--- config.mk ---
export PLATFORM = sky130hd
export DESIGN_NAME = pack_rr_arbiter_flat
export DESIGN_NICKNAME = d
export VERILOG_FILES = /design/src/rtl/pack_rr_arbiter_if.sv /design/src/rtl/pack_rr_arbiter.sv /design/src/flat_wrapper.sv
export SDC_FILE = /design/constraint.sdc
export NUM_CORES = 1
export LEC_CHECK = 0
export ABC_CLOCK_PERIOD_IN_PS = 2300
export CORE_MARGIN = 2
export CORE_UTILIZATION = 45
export CTS_CLUSTER_DIAMETER = 80
export DETAILED_ROUTE_END_ITERATION = 7
export GPL_ROUTABILITY_DRIVEN = 0
export GPL_TIMING_DRIVEN = 0
export PLACE_DENSITY = 0.76
export RECOVER_POWER = 25
export SETUP_SLACK_MARGIN = 0.2
export SYNTH_ARGS = -nofsm -noshare
export SYNTH_HDL_FRONTEND = slang
export SYNTH_SLANG_ARGS = --single-unit
export TNS_END_PERCENT = 50
--- constraint.sdc ---
create_clock -name clk -period 2.3 [get_ports clk]
set_input_delay 0.23 -clock clk [delete_from_list [all_inputs] [get_ports clk]]
set_output_delay 0.23 -clock clk [all_outputs]
set_load 0.005 [all_outputs]
--- src/rtl/pack_rr_arbiter_if.sv ---
// Handshake bundle between the requesters, the shared field packer and the byte consumer.
// The slave modport is the arbiter's view; the master modport drives requests and out_ready.
interface pack_rr_arbiter_if #(
    parameter int N_REQ = 4,
    parameter int DEPTH = 4,
    parameter int IW    = 2
);
    logic [N_REQ-1:0]       req;
    logic [4*N_REQ-1:0]     a_in;
    logic [2*N_REQ-1:0]     b_in;
    logic [N_REQ-1:0]       c_in;
    logic [N_REQ-1:0]       d_in;
    logic [N_REQ-1:0]       gnt;
    logic [7:0]             out;
    logic [IW-1:0]          out_src;
    logic                   out_valid;
    logic                   out_ready;
    logic [$clog2(DEPTH):0] count;

    modport master (
        output req, a_in, b_in, c_in, d_in, out_ready,
        input  gnt, out, out_src, out_valid, count
    );

    modport slave (
        input  req, a_in, b_in, c_in, d_in, out_ready,
        output gnt, out, out_src, out_valid, count
    );
endinterface

--- src/rtl/pack_rr_arbiter.sv ---
// Round-robin arbiter feeding one 8-bit field packer; packed bytes are queued with their
// source index in a small FIFO that drains through a valid/ready port.
module pack_rr_arbiter #(
    parameter int N_REQ = 4,
    parameter int DEPTH = 4,
    parameter int IW    = 2
) (
    input logic              clk,
    input logic              rst,
    pack_rr_arbiter_if.slave bus
);
    localparam int PW = $clog2(DEPTH);
    localparam int CW = PW + 1;
    localparam int SW = IW + 1;
    localparam int EW = 8 + IW;

    logic [PW-1:0]      wr_ptr;
    logic [PW-1:0]      rd_ptr;
    logic [CW-1:0]      count_r;
    logic [IW-1:0]      pri;
    logic [EW-1:0]      mem [DEPTH];

    logic               full;
    logic               push;
    logic               pop;
    logic               found;
    logic [IW-1:0]      gidx;
    logic [SW-1:0]      sum;
    logic [2*N_REQ-1:0] rot;
    logic [3:0]         a_sel;
    logic [1:0]         b_sel;
    logic               c_sel;
    logic               d_sel;

    function automatic logic [7:0] pack_fields(input logic [3:0] a, input logic [1:0] b,
                                               input logic c, input logic d);
        return {a, b, ~c, d};
    endfunction

    assign full = (count_r == CW'(DEPTH));
    assign pop  = (count_r != '0) && bus.out_ready;
    assign push = found && !full && !rst;

    // Rotate the doubled request vector so bit 0 is the current priority holder.
    always_comb begin
        rot   = {bus.req, bus.req} >> pri;
        found = 1'b0;
        gidx  = '0;
        sum   = '0;
        for (int j = 0; j < N_REQ; j++) begin
            if (!found && rot[j]) begin
                found = 1'b1;
                sum   = {1'b0, pri} + SW'(j);
                if (sum >= SW'(N_REQ)) sum = sum - SW'(N_REQ);
                gidx  = sum[IW-1:0];
            end
        end
    end

    always_comb begin
        bus.gnt = '0;
        a_sel   = '0;
        b_sel   = '0;
        c_sel   = 1'b0;
        d_sel   = 1'b0;
        for (int i = 0; i < N_REQ; i++) begin
            if (gidx == IW'(i)) begin
                bus.gnt[i] = push;
                a_sel      = bus.a_in[4*i +: 4];
                b_sel      = bus.b_in[2*i +: 2];
                c_sel      = bus.c_in[i];
                d_sel      = bus.d_in[i];
            end
        end
    end

    always_ff @(posedge clk) begin
        if (rst) begin
            wr_ptr  <= '0;
            rd_ptr  <= '0;
            count_r <= '0;
            pri     <= '0;
        end else begin
            if (push) begin
                wr_ptr <= wr_ptr + PW'(1);
                pri    <= (gidx == IW'(N_REQ - 1)) ? '0 : gidx + IW'(1);
            end
            if (pop) rd_ptr <= rd_ptr + PW'(1);
            case ({push, pop})
                2'b10:   count_r <= count_r + CW'(1);
                2'b01:   count_r <= count_r - CW'(1);
                default: count_r <= count_r;
            endcase
        end
    end

    // Storage is not reset; validity is tracked solely by count_r.
    always_ff @(posedge clk) begin
        if (push) mem[wr_ptr] <= {pack_fields(a_sel, b_sel, c_sel, d_sel), gidx};
    end

    assign {bus.out, bus.out_src} = mem[rd_ptr];
    assign bus.out_valid          = (count_r != '0);
    assign bus.count              = count_r;
endmodule
--- src/flat_wrapper.sv ---
// flat-port wrapper written by rule: the top's interface ports become plain ports
module pack_rr_arbiter_flat 
#(
    parameter int N_REQ = 4,
    parameter int DEPTH = 4,
    parameter int IW    = 2
)
  (clk, rst, bus_req, bus_a_in, bus_b_in, bus_c_in, bus_d_in, bus_out_ready, bus_gnt, bus_out, bus_out_src, bus_out_valid, bus_count);
  pack_rr_arbiter_if #(.N_REQ(N_REQ), .DEPTH(DEPTH), .IW(IW)) bus_i ();
  input logic clk;
  input logic rst;
  input wire logic [$bits(bus_i.req)-1:0] bus_req;
  input wire logic [$bits(bus_i.a_in)-1:0] bus_a_in;
  input wire logic [$bits(bus_i.b_in)-1:0] bus_b_in;
  input wire logic [$bits(bus_i.c_in)-1:0] bus_c_in;
  input wire logic [$bits(bus_i.d_in)-1:0] bus_d_in;
  input wire logic [$bits(bus_i.out_ready)-1:0] bus_out_ready;
  output wire logic [$bits(bus_i.gnt)-1:0] bus_gnt;
  output wire logic [$bits(bus_i.out)-1:0] bus_out;
  output wire logic [$bits(bus_i.out_src)-1:0] bus_out_src;
  output wire logic [$bits(bus_i.out_valid)-1:0] bus_out_valid;
  output wire logic [$bits(bus_i.count)-1:0] bus_count;
  assign bus_i.req = bus_req;
  assign bus_i.a_in = bus_a_in;
  assign bus_i.b_in = bus_b_in;
  assign bus_i.c_in = bus_c_in;
  assign bus_i.d_in = bus_d_in;
  assign bus_i.out_ready = bus_out_ready;
  assign bus_gnt = bus_i.gnt;
  assign bus_out = bus_i.out;
  assign bus_out_src = bus_i.out_src;
  assign bus_out_valid = bus_i.out_valid;
  assign bus_count = bus_i.count;
  pack_rr_arbiter #(.N_REQ(N_REQ), .DEPTH(DEPTH), .IW(IW)) u_core (.clk(clk), .rst(rst), .bus(bus_i));
endmodule
Figure 1. Close-up of the layout.
Region (19, 34) to (59, 74) µm. Cells in grey, sequential cells in the stronger grey; small squares are vias.
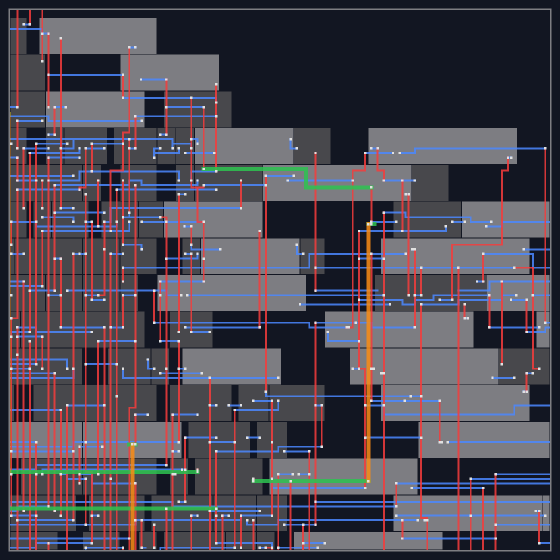
[green] metal 3
[red] metal 2
[blue] metal 1
[orange] metal 4
cells with their middle in the window: 77
netlist names of flops here include: `u_core.mem` (12), `u_core.pri` (2), `u_core.rd_ptr` (2)
most frequent: edfxtp_1 (12), buf_4 (8), dfxtp_1 (7)
sequential cells in the window: 21

Figure 2. Selected gate families.
Drawn at 6 px/µm.
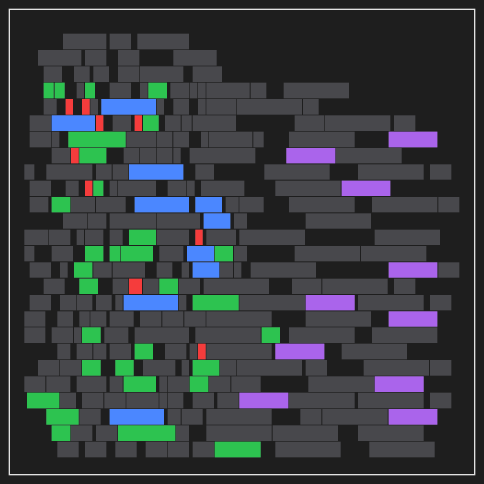
[blue] fa/ha/maj cells | cells: 10 | most used: ha_4
[green] aoi and oai cells | cells: 31 | most used: a21oi_2
[red] inv cells | cells: 9 | most used: inv_1
[purple] mux cells | cells: 10 | most used: mux4_2
Top cell excl fill/tap: clkdlybuf4s50_1
non-filler cells, final: 331
Comb area share: 32.6%

==> impl_metrics.json <==
{
  "cts_root_buffer": "clkbuf_8",
  "ys_sh_simple_pct": 11.7,
  "power_density_nw_per_um2": 1170,
  "hold_buffers": 0,
  "path_max_fanout": 5,
  "netlist_area_um2": 2420,
  "fin_util_pct": 70.6,
  "skew_ns": 0.00587,
  "required_ns": 2.07,
  "yosys.area_share.xor_xnor_pct": 1.81,
  "drt_first_pass_iters": 4,
  "yosys.area.top_type": "edfxtp_1",
  "h-tree-depth": 2,
  "top_area_share_pct": 49.6,
  "tightestPinTransition_ns": 0.526,
  "synthAoiAreaFrac_pct": 9.93,
  "fmaxAchievable_mhz": 447,
  "syn_avg_cell_area_um2": 13.7,
  "cp_top_family": "simple AND/OR/NAND/NOR gates",
  "finalSetupViolations": 0,
  "flop_area_um2": 1430,
  "ys_ff": 51,
  "relSlewSlack_pct": 64.9,
  "hold_viol_final": 0,
  "cp.arrival_ns": 2.01,
  "drc": 0,
  "ios": 57,
  "syn_inst": 177,
  "fill_cells": 364,
  "antenna_found_initial": 0,
  "logic_area_um2": 1180,
  "synthFlopType": "edfxtp_1",
  "cts_buffers": 5,
  "muxShareOfSynthArea_pct": 9.31,
  "fin_crit_sh_pct": 97.3,
  "outcome": "finished clean",
  "power_w": 0.00424,
  "die_y_um": 77.3,
  "ir_worst_vdd_mv": 0.622,
  "drt-initial-drc-count": 118,
  "vias": 1752,
  "drt-total-wl_um": 5820,
  "ys_cells": 177,
  "grt_use_total_pct": 18.9,
  "maxSlewViolCount": 0,
  "warning_count": 34,
  "num_antenna_cells": 0,
  "worstPathCellList": "nand2b_4 > a21oi_2 > a221oi_2 > nor2b_4 > ha_4 > buf_8 > clkbuf_16 > and2_4 > buf_6",
  "clock_latency_ns": 0.30,
  "setup_ws_ns": 0.0630,
  "yosysSeqAreaShare_pct": 58.7,
  "cpMaxStageDelayCell": "dfxtp_4",
  "p_leak_nw": 1.28,
  "dp_hpwl_um": 3390,
  "yosysChipArea_um2": 2420,
  "fin_tns_setup_ns": 0,
  "yosys_warnings": 0,
  "cts_setup_buffers": 14,
  "start_kind": "flop",
  "grt_pass1_wl_um": 8720,
  "whs_ns": 0.539,
  "synthTopCellsByCount": "edfxtp_1 (40), nand2_1 (14), a21oi_1 (13), dfxtp_1 (11), mux4_2 (10)",
  "via_per_inst": 5.29,
  "core-area_um2": 5140,
  "ys_types": 37,
  "rsz0062_at_grt": "yes",
  "cts_buffer_depth": 2,
  "fp-utilization_pct": 47.1,
  "clkSinkCount": 51,
  "cts_tree": "built",
  "rows": 26,
  "hp-class": "flop to flop",
  "routedWlPerCell_um": 17.6,
  "grt_max_degree": 17,
  "slowest_delay_ns": 0.39,
  "r2r_slack_ns": 0.07,
  "placed_area_um2": 3080,
  "portBuffers": 56,
  "cp_num_buf_inv": 3,
  "finalInstanceArea_um2": 3630,
  "dp.cells": 303,
  "async_flop_share_pct": 0,
  "antenna_left": 0,
  "edf_count": 40,
  "ctsResizeCount": 72,
  "fin_nets": 309,
  "period_minus_slack_ns": 2.24,
  "area_leaders": "edfxtp_1 (50%), mux4_2 (9.3%), dfxtp_1 (9.1%)",
  "overflow": 0,
  "area_growth_pct": 49.9,
  "path_class": "flop to output pin",
  "synthTopLogicFamily": "simple AND/OR/NAND/NOR gates",
  "clk_pin_slew_ns": 0.09,
  "grt_pass1_vias": 1749,
  "dp_slack_ns": -0.886,
  "die_w_um": 77.3,
  "synth_top_cell_by_count": "edfxtp_1",
  "ys_sh_adder_pct": 5.48,
  "drive_above_1_share_pct": 37.9,
  "syn_nets": 226,
  "layout_top_cells": "clkdlybuf4s50_1 (47), edfxtp_1 (40), buf_4 (14)",
  "die_area_um2": 5980,
  "maxCapViolCount": 0,
  "worstSetupEndpointType": "output pin"
}
==> routing by layer <==
| metal | vias to the layer above | global-route usage [%] | part of all wire, % | wire length (µm) |
|---|---|---|---|---|
| met1 | 860 | 24.2 | 42 | 2460 |
| met4 | 0 | 7.14 | 1.6 | 96 |
| met2 | 60 | 32.1 | 52 | 3000 |
| met3 | 8 | 3.60 | 4.5 | 263 |
| met5 | - | 0 | 0 | 0 |
| li1 | 824 | - | - | - |
==> worst paths after layout <==
kind | endpoint | depth (start not counted) | start
min reg2reg | u_core.pri[1]$_SDFFE_PP0P_ | 2 | u_core.pri[1]$_SDFFE_PP0P_
min | u_core.pri[1]$_SDFFE_PP0P_ | 2 | u_core.pri[1]$_SDFFE_PP0P_
max | bus_gnt[3] | 9 | u_core.pri[0]$_SDFFE_PP0P_
max reg2reg | u_core.mem[2][4]$_DFFE_PP_ | 11 | u_core.pri[0]$_SDFFE_PP0P_
==> power breakdown <==
part / internal, W / leakage, nW / switching [W]
logic: 0.00123 / 0.778 / 0.00102
clock network: 0.000211 / 0.0363 / 0.000290
registers: 0.00137 / 0.462 / 0.000115
total: 0.00282 / 1.28 / 0.00142
==> cell type report <==
cell class / count / share of cell area [%]
Inverter: 9 / 1.00
Sequential cell: 51 / 39.3
Multi-Input combinational cell: 109 / 32.6
Tap cell: 70 / 2.41
Clock buffer: 5 / 1.90
Buffer: 8 / 2.59
Clock inverter: 3 / 0.552
Timing Repair Buffer: 76 / 19.7
==> state kept, by name, indices dropped and copies added, names as in the netlist, named ones only <==
name	count
u_core.mem	40
u_core.pri	2
u_core.rd_ptr	2
u_core.bus.count	3
u_core.wr_ptr	2
Power and IR drop assume default switching activity.
